`src/rtl/esp32_spi_pkg.sv`:
```
// rtl/esp32_spi_pkg.sv - opcode constants and FSM state type for the SPI command decoder
package esp32_spi_pkg;

    localparam logic [7:0] CMD_STATUS = 8'h00;
    localparam logic [7:0] CMD_WR_REG = 8'h10;
    localparam logic [7:0] CMD_RD_REG = 8'h20;
    localparam logic [7:0] CMD_WR_MEM = 8'h30;

    typedef enum logic [3:0] {
        S_IDLE,
        S_CMD,
        S_RADDR,
        S_WDATA,
        S_RDATA,
        S_MADDR_HI,
        S_MADDR_LO,
        S_MDATA,
        S_DISCARD
    } spi_state_e;

endpackage

```
`src/rtl/spi_cmd_regfile.sv`:
```
// rtl/spi_cmd_regfile.sv - 8-bit control register bank with one write port, one read port and flat output
module spi_cmd_regfile #(
    parameter int NREG = 16,
    parameter int PW   = 4
) (
    input  logic              clk_sys,
    input  logic              rst,
    input  logic              we,
    input  logic [PW-1:0]     waddr,
    input  logic [7:0]        wdata,
    input  logic [PW-1:0]     raddr,
    output logic [7:0]        rdata,
    output logic [8*NREG-1:0] regs
);

    logic [7:0] regs_q [NREG];
    logic [7:0] regs_d [NREG];

    always_comb begin
        regs_d = regs_q;
        if (we) begin
            regs_d[waddr] = wdata;
        end
    end

    always_ff @(posedge clk_sys) begin
        if (rst) begin
            for (int i = 0; i < NREG; i++) begin
                regs_q[i] <= 8'h00;
            end
        end else begin
            regs_q <= regs_d;
        end
    end

    assign rdata = regs_q[raddr];

    for (genvar g = 0; g < NREG; g++) begin : g_flat
        assign regs[8*g +: 8] = regs_q[g];
    end

endmodule

```
`src/rtl/esp32_spi_cmd_decoder.sv`:
```
// rtl/esp32_spi_cmd_decoder.sv - SPI byte-stream command decoder driving a register bank and a memory write port
module esp32_spi_cmd_decoder
    import esp32_spi_pkg::*;
#(
    parameter int MEM_AW = 16,
    parameter int NREG   = 16
) (
    input  logic              clk_sys,
    input  logic              rst,
    input  logic [7:0]        rx_data,
    input  logic              rx_valid,
    input  logic              busy,
    output logic [7:0]        tx_data,
    output logic              tx_load,
    output logic [8*NREG-1:0] regs,
    output logic              mem_we,
    output logic [MEM_AW-1:0] mem_addr,
    output logic [7:0]        mem_wdata,
    input  logic [7:0]        status_in,
    output logic [7:0]        err_cnt
);

    localparam int PW = (NREG > 1) ? $clog2(NREG) : 1;

    spi_state_e state_q, state_d;

    logic              is_rd_q, is_rd_d;
    logic [PW-1:0]     ptr_q, ptr_d;
    logic [7:0]        addr_hi_q, addr_hi_d;
    logic [MEM_AW-1:0] maddr_q, maddr_d;
    logic [7:0]        err_cnt_q, err_cnt_d;
    logic [7:0]        tx_data_q, tx_data_d;
    logic              tx_load_q, tx_load_d;
    logic              mem_we_q, mem_we_d;
    logic [MEM_AW-1:0] mem_addr_q, mem_addr_d;
    logic [7:0]        mem_wdata_q, mem_wdata_d;

    logic              reg_we;
    logic [PW-1:0]     reg_raddr;
    logic [7:0]        reg_rdata;

    // A byte arriving as CS releases belongs to no frame and is dropped.
    logic byte_ok;
    assign byte_ok = rx_valid & busy;

    spi_cmd_regfile #(
        .NREG (NREG),
        .PW   (PW)
    ) u_regfile (
        .clk_sys (clk_sys),
        .rst     (rst),
        .we      (reg_we),
        .waddr   (ptr_q),
        .wdata   (rx_data),
        .raddr   (reg_raddr),
        .rdata   (reg_rdata),
        .regs    (regs)
    );

    always_ff @(posedge clk_sys) begin
        if (rst) begin
            state_q <= S_IDLE;
        end else begin
            state_q <= state_d;
        end
    end

    always_comb begin
        state_d = state_q;
        if (!busy) begin
            state_d = S_IDLE;
        end else begin
            case (state_q)
                S_IDLE: state_d = S_CMD;
                S_CMD: begin
                    if (byte_ok) begin
                        case (rx_data)
                            CMD_WR_REG, CMD_RD_REG: state_d = S_RADDR;
                            CMD_WR_MEM:             state_d = S_MADDR_HI;
                            default:                state_d = S_DISCARD;
                        endcase
                    end
                end
                S_RADDR: begin
                    if (byte_ok) begin
                        state_d = is_rd_q ? S_RDATA : S_WDATA;
                    end
                end
                S_MADDR_HI: if (byte_ok) state_d = S_MADDR_LO;
                S_MADDR_LO: if (byte_ok) state_d = S_MDATA;
                S_WDATA, S_RDATA, S_MDATA, S_DISCARD: state_d = state_q;
                default: state_d = S_IDLE;
            endcase
        end
    end

    always_comb begin
        is_rd_d     = is_rd_q;
        ptr_d       = ptr_q;
        addr_hi_d   = addr_hi_q;
        maddr_d     = maddr_q;
        err_cnt_d   = err_cnt_q;
        tx_data_d   = tx_data_q;
        tx_load_d   = 1'b0;
        mem_we_d    = 1'b0;
        mem_addr_d  = mem_addr_q;
        mem_wdata_d = mem_wdata_q;
        reg_we      = 1'b0;
        reg_raddr   = ptr_q;
        if (byte_ok) begin
            case (state_q)
                S_CMD: begin
                    is_rd_d = (rx_data == CMD_RD_REG);
                    case (rx_data)
                        CMD_STATUS: begin
                            tx_load_d = 1'b1;
                            tx_data_d = status_in;
                        end
                        CMD_WR_REG, CMD_RD_REG, CMD_WR_MEM: ;
                        default: begin
                            if (err_cnt_q != 8'hFF) begin
                                err_cnt_d = err_cnt_q + 8'd1;
                            end
                        end
                    endcase
                end
                S_RADDR: begin
                    ptr_d = rx_data[PW-1:0];
                    // Reads respond to the address byte itself, so look up the new pointer directly.
                    if (is_rd_q) begin
                        reg_raddr = rx_data[PW-1:0];
                        tx_load_d = 1'b1;
                        tx_data_d = reg_rdata;
                        ptr_d     = rx_data[PW-1:0] + PW'(1);
                    end
                end
                S_WDATA: begin
                    reg_we = 1'b1;
                    ptr_d  = ptr_q + PW'(1);
                end
                S_RDATA: begin
                    tx_load_d = 1'b1;
                    tx_data_d = reg_rdata;
                    ptr_d     = ptr_q + PW'(1);
                end
                S_MADDR_HI: addr_hi_d = rx_data;
                S_MADDR_LO: maddr_d = MEM_AW'({addr_hi_q, rx_data});
                S_MDATA: begin
                    mem_we_d    = 1'b1;
                    mem_addr_d  = maddr_q;
                    mem_wdata_d = rx_data;
                    maddr_d     = maddr_q + MEM_AW'(1);
                end
                default: ;
            endcase
        end
    end

    always_ff @(posedge clk_sys) begin
        if (rst) begin
            is_rd_q     <= 1'b0;
            ptr_q       <= '0;
            addr_hi_q   <= 8'h00;
            maddr_q     <= '0;
            err_cnt_q   <= 8'h00;
            tx_data_q   <= 8'h00;
            tx_load_q   <= 1'b0;
            mem_we_q    <= 1'b0;
            mem_addr_q  <= '0;
            mem_wdata_q <= 8'h00;
        end else begin
            is_rd_q     <= is_rd_d;
            ptr_q       <= ptr_d;
            addr_hi_q   <= addr_hi_d;
            maddr_q     <= maddr_d;
            err_cnt_q   <= err_cnt_d;
            tx_data_q   <= tx_data_d;
            tx_load_q   <= tx_load_d;
            mem_we_q    <= mem_we_d;
            mem_addr_q  <= mem_addr_d;
            mem_wdata_q <= mem_wdata_d;
        end
    end

    assign tx_data   = tx_data_q;
    assign tx_load   = tx_load_q;
    assign mem_we    = mem_we_q;
    assign mem_addr  = mem_addr_q;
    assign mem_wdata = mem_wdata_q;
    assign err_cnt   = err_cnt_q;

endmodule

```
`config.mk`:
```
export PLATFORM = sky130hd
export DESIGN_NAME = esp32_spi_cmd_decoder
export DESIGN_NICKNAME = d
export VERILOG_FILES = /design/src/rtl/esp32_spi_pkg.sv /design/src/rtl/spi_cmd_regfile.sv /design/src/rtl/esp32_spi_cmd_decoder.sv
export SDC_FILE = /design/constraint.sdc
export NUM_CORES = 1
export LEC_CHECK = 0
export CORE_MARGIN = 5
export CORE_UTILIZATION = 39
export CTS_CLUSTER_SIZE = 20
export DETAILED_ROUTE_END_ITERATION = 6
export PLACE_DENSITY = 0.73
export SLEW_MARGIN = 20
export SYNTH_ARGS = -nofsm -noshare
export SYNTH_HDL_FRONTEND = slang
export SYNTH_HIERARCHICAL = 1
export SYNTH_SLANG_ARGS = --single-unit
```
`constraint.sdc`:
```
create_clock -name clk_sys -period 5 [get_ports clk_sys]
set_input_delay 0.5 -clock clk_sys [delete_from_list [all_inputs] [get_ports clk_sys]]
set_output_delay 0.5 -clock clk_sys [all_outputs]
set_load 0.1 [all_outputs]
```
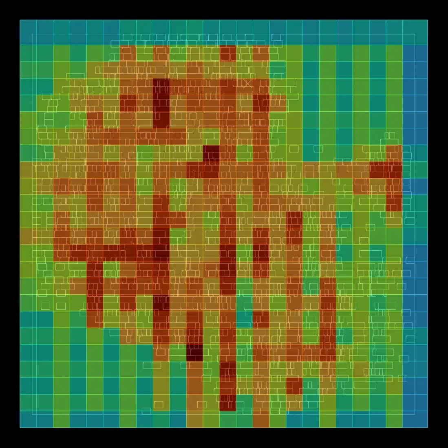
Fig. 1. Routing congestion (run 1).
post-layout util: 0.5073
met2 demand-to-capacity share in global routing: 0.3680

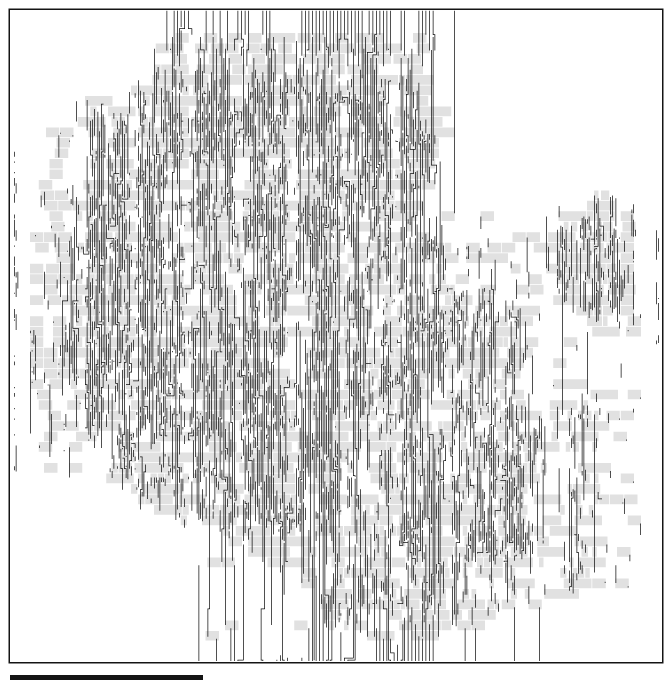
Fig. 2. M2 wires (run 1).
The bar under the picture is 50 µm long.
wire length on this layer: 16200 µm
share of all routed wire: 45%
main direction: vertical
longest straight run: 55.1 µm

==> run notes, run 1 <==
run results: result of the run finished with violations, violations in the final reports DRC, power attributed to combinational cells 0.000160 W, Synth Area per Inst 8.427 µm², Non-clk invs 15, pwr/cell area 291.5 nW/µm², category of the worst setup path capture point flop, worst min-delay path startpoint mem_addr[6], via count of the first global-routing pass 9181, number of ports placed on the die boundary 190, Met3 Routed Length 4.449 mm, logic gate fraction of the total cell area 0.4113, placed cell count 1584, count leader, synth sky130_fd_sc_hd__dfxtp_1, setup fix buffers added after clock tree synthesis 0, detailed-routing wirelength on met1 14.36 mm, top logic cell family in the synthesized netlist AND-OR/OR-AND gates, Final setup violation count 0, Hold Path Sink mem_addr[6], count of TritonRoute iterations in the first routing pass 7, sequential area share after synthesis 0.4118, filler-free cell count of the finished design 1625, Compound-Gate Fraction of Synth Area 0.2239, area share, top type 0.4118, global-route wire length before repair 54.53 mm, ratio of cells with drive above 1 in the final layout 0.09498, dominant class by area combinational gates, clock buffer depth 3, CTS sink cnt 203, final hold vios 0, Primary FF master, synth sky130_fd_sc_hd__dfxtp_1, CP required 5.41 ns, area figure in the yosys stat output 9868 µm², OpenROAD warning count 29, Final Max Tran Viols 0, Critical Path Source state_q[1], cell type contributing the most total cell area after synthesis sky130_fd_sc_hd__dfxtp_1, hold slack 0.4523 ns, worst hold path stage count 2, Placement Setup Slack 0.8494 ns, detailed-route vias per instance 6.120, family with the most delay on the worst path simple AND/OR/NAND/NOR gates, internal cell power 0.002883 W, worst-path fanout max 32, Hold-fix buffers, CTS 0, count of cell types in the netlist 65, CP Class flop to flop, post-route design area 12700 µm², register share of total power 0.439, tally of filler cells in the layout 2292, post-CTS sizing 0, cells traversed along the worst timing path nand2b_1, or4_1, o21ai_4, buf_4, mux4_1, a22oi_1, nand2_1, nand3_1, a21oi_1, mux2_4, layer with the highest usage met2, fraction of registers with async set/reset 0, slew of the pin with the lowest slew margin 1.106 ns, master cell of the clock root buffer sky130_fd_sc_hd__clkbuf_16, adder-cell share of the synthesized area 0.006340, TritonCTS clock tree built, power of the clock network 0.00192 W, met1 global-route usage 0.3224, sequential-cell power consumption 0.00163 W, count of flip-flops with a built-in enable after synthesis 0, largest cells by area after synthesis sky130_fd_sc_hd__dfxtp_1, sky130_fd_sc_hd__a21oi_1, sky130_fd_sc_hd__o21ai_0, Reg-to-Reg End tx_data[2], average wire per standard cell 22.30 µm, RR Startpoint state_q[1], global placement routability congestion 0.9494, leakage 4.054 nW, number of flip-flops in the largest register 128, pin count of the biggest net entering global routing 111, Placement Cell Area 11830 µm², sequential cell count 203, Commonest Layout Cell sky130_fd_sc_hd__dfxtp_1, flops & latches, synth 203, full die area 28580 µm², worst min-delay path category flop to flop, top cell types by occurrence after synthesis sky130_fd_sc_hd__dfxtp_1, sky130_fd_sc_hd__a21oi_1, sky130_fd_sc_hd__o21ai_0, area share of xor/xnor cells in the synthesized design 0.005325, power group with the highest consumption the clock network, placement row count 58, total negative setup slack 0 ns, Top cells excl fill/tap sky130_fd_sc_hd__dfxtp_1, sky130_fd_sc_hd__a21oi_1, sky130_fd_sc_hd__clkdlybuf4s50_1, sky130_fd_sc_hd__o21ai_0, sky130_fd_sc_hd__nand3_1, time the worst path needs with I/O delays and setup 3.872 ns, number of warnings reported in the yosys synthesis log 6, grt total ovfl 0, portion of the clock cycle consumed by the worst path in the final layout 0.7743, setup repair after global routing missed its margin false, source-to-sink clock delay at the later pin of the worst-skew pair 0.52 ns, proportion of power drawn by combinational gates 0.043, cells in synth_stat.txt 1171, Arrival @ worst endpoint 4.28 ns, Sequential cell area 4064 µm², proportion of synthesized area in mux cells 0.1056, tap cell instance count 330, met2 routed WL 16.22 mm, AND/OR/NAND/NOR Cells, Area Fraction 0.1827, H-tree levels 1, clock tree skew after final layout 0.009431 ns, crit path to tx_data[2], Init Core Util 0.3942, synthesis-to-layout area growth 28.72%, WP buf/inv 1, flip-flop and latch share of the layout cell area 0.3199, fraction of power spent switching nets 0.2213, register clock-pin slew on the reported worst setup and hold paths 0.07 ns, proportion of final cell area spent on non-clock buffers 0.1632, number of clock buffers in the layout 31, post-synthesis instance total 1171, Max Freq 258.3 MHz, post-route antenna net violation count 0, Antenna diodes 0, drt first-iter violations 1654, Nets at Floorplan 1196, VDD IR max 175.3 µV, die width 169.1 µm, top layer used by detailed routing met5, antenna violations before repair 1, non-clock buffer count 213, Total Routed Length 36.24 mm, total design power 0.003702 W, count of nets after finishing 1304, combinational gates 823, number of buffers created by CTS 23, Worst setup SP type flop, ClkCell Share 0.06856, number of cells on the worst reg-to-reg path 10, minimum setup slack among reg-to-reg paths 1.13 ns, DRC violation count after routing 1, proportion of power drawn by the clock network 0.518, hpwl dp 23.55 mm, slowest stage delay, CP 0.73 ns, die boundary height 169.1 µm
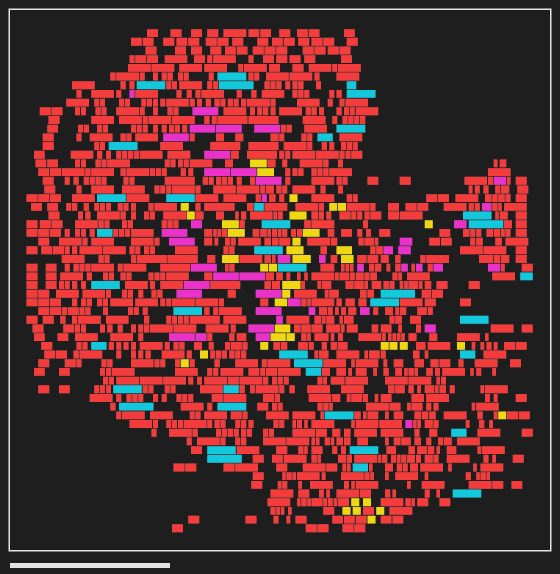
Fig. 3. Cell sizes after repair (run 1).
The bar under the picture is 50 µm long.
legend:
  yellow:
    size: _3 and _4 cells
    cells: 40
  cyan:
    size: _6 and larger
    cells: 39
  red:
    size: _0 and _1 cells
    cells: 1172
  magenta:
    size: _2 cells
    cells: 44

==> run 1 -> run 2 <==
--- a/config.mk
+++ b/config.mk
@@ -9,7 +9,7 @@
 export CORE_UTILIZATION = 39
 export CTS_CLUSTER_SIZE = 20
 export DETAILED_ROUTE_END_ITERATION = 6
-export PLACE_DENSITY = 0.73
+export PLACE_DENSITY = 0.75
 export SLEW_MARGIN = 20
 export SYNTH_ARGS = -nofsm -noshare
 export SYNTH_HDL_FRONTEND = slang
==> constraint.sdc (replaced) <==
create_clock -name clk_sys -period 3.25 [get_ports clk_sys]
set_input_delay 0.325 -clock clk_sys [delete_from_list [all_inputs] [get_ports clk_sys]]
set_output_delay 0.325 -clock clk_sys [all_outputs]
set_load 0.1 [all_outputs]
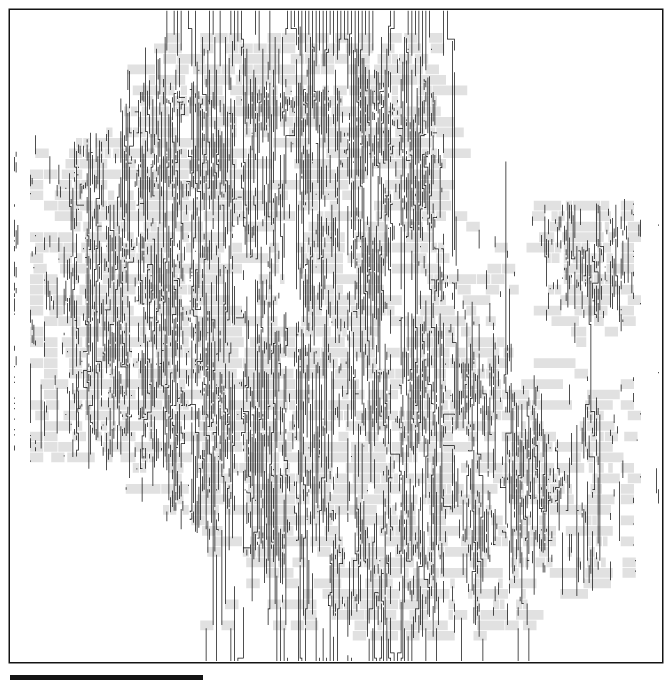
Fig. 4. M2 wires (run 2).
The bar under the picture is 50 µm long.
longest straight run: 58.5 µm
nets with wire on the layer: 1133
main direction: vertical
share of all routed wire: 44%
wire length on this layer: 16400 µm
met2 demand-to-capacity share in global routing: 0.3758
Vias: 10250
Total Routed Length: 37.11 mm

==> run 2 against run 1 <==
Net effect: the run now ends clean; non-clock buffer count increased by 31; routed wire length rose by 2.4%; worst setup slack worse by 0.97 ns; clock skew grew 0.010 ns; largest cell class unchanged; synthesized cell count did not move; sequential share of layout area fell by 0.51 points; via count is 3.1% higher; cell area grew 1.6%; fmax rose by 25%; first-iteration DRC count fell by 14%.
==> run notes, run 2 <==
run results: result of the run completed, clock buffer depth 3 (unchanged), source-to-sink clock delay at the later pin of the worst-skew pair 0.52 ns (about the same), count of nets after finishing 1335 (+2.4%), Hold-fix buffers, CTS 0 (unchanged), count of TritonRoute iterations in the first routing pass 6 (-1), full die area 28580 µm² (unchanged), TritonCTS clock tree built, grt total ovfl 0 (unchanged), portion of the clock cycle consumed by the worst path in the final layout 0.9517 (+0.1773), VDD IR max 277.8 µV (+59%), worst-path fanout max 12 (-63%), flip-flop and latch share of the layout cell area 0.3148 (-0.005116), flops & latches, synth 203 (unchanged), Final Max Tran Viols 0 (unchanged), leakage 4.207 nW (+3.8%), top cell types by occurrence after synthesis sky130_fd_sc_hd__dfxtp_1, sky130_fd_sc_hd__a21oi_1, sky130_fd_sc_hd__o21ai_0, post-route design area 12910 µm² (+1.6%), Reg-to-Reg End tx_data[5], die width 169.1 µm (unchanged), proportion of final cell area spent on non-clock buffers 0.1804 (+0.01716), placement row count 58 (unchanged), internal cell power 0.004401 W (+53%), tap cell instance count 330 (unchanged), Synth Area per Inst 8.427 µm² (unchanged), ratio of cells with drive above 1 in the final layout 0.1131 (+0.01814), drt first-iter violations 1428 (-14%), CTS sink cnt 203 (unchanged), non-clock buffer count 244 (+15%), family with the most delay on the worst path simple AND/OR/NAND/NOR gates, antenna violations before repair 0 (-1), DRC violation count after routing 0 (-1), Init Core Util 0.3942 (unchanged), count of flip-flops with a built-in enable after synthesis 0 (unchanged), master cell of the clock root buffer sky130_fd_sc_hd__clkbuf_16, top layer used by detailed routing met4, cells traversed along the worst timing path or2_2, or4_1, buf_4, o21ai_4, buf_12, mux4_2, a22oi_1, nand2_1, nand3_1, a21oi_1, mux2_4, hpwl dp 24.74 mm (+5.1%), Placement Cell Area 12060 µm² (+2.0%), detailed-routing wirelength on met1 14.77 mm (+2.9%), setup fix buffers added after clock tree synthesis 0 (unchanged), filler-free cell count of the finished design 1656 (+1.9%), category of the worst setup path capture point flop, adder-cell share of the synthesized area 0.006340 (unchanged), die boundary height 169.1 µm (unchanged), proportion of power drawn by the clock network 0.514 (-0.004), area share of xor/xnor cells in the synthesized design 0.005325 (unchanged), post-CTS sizing 0 (unchanged), pin count of the biggest net entering global routing 73 (-34%), OpenROAD warning count 27 (-6.9%), cells in synth_stat.txt 1171 (unchanged), area share, top type 0.4118 (unchanged), hold slack 0.2555 ns (-0.1968 ns), Placement Setup Slack -0.1769 ns (-1.026 ns), number of buffers created by CTS 23 (unchanged), Antenna diodes 0 (unchanged), Compound-Gate Fraction of Synth Area 0.2239 (unchanged), post-layout util 0.5156 (+0.008246), number of cells on the worst reg-to-reg path 11 (+1), ClkCell Share 0.06543 (-0.003132)
Power is estimated from default activity; no workload was simulated.
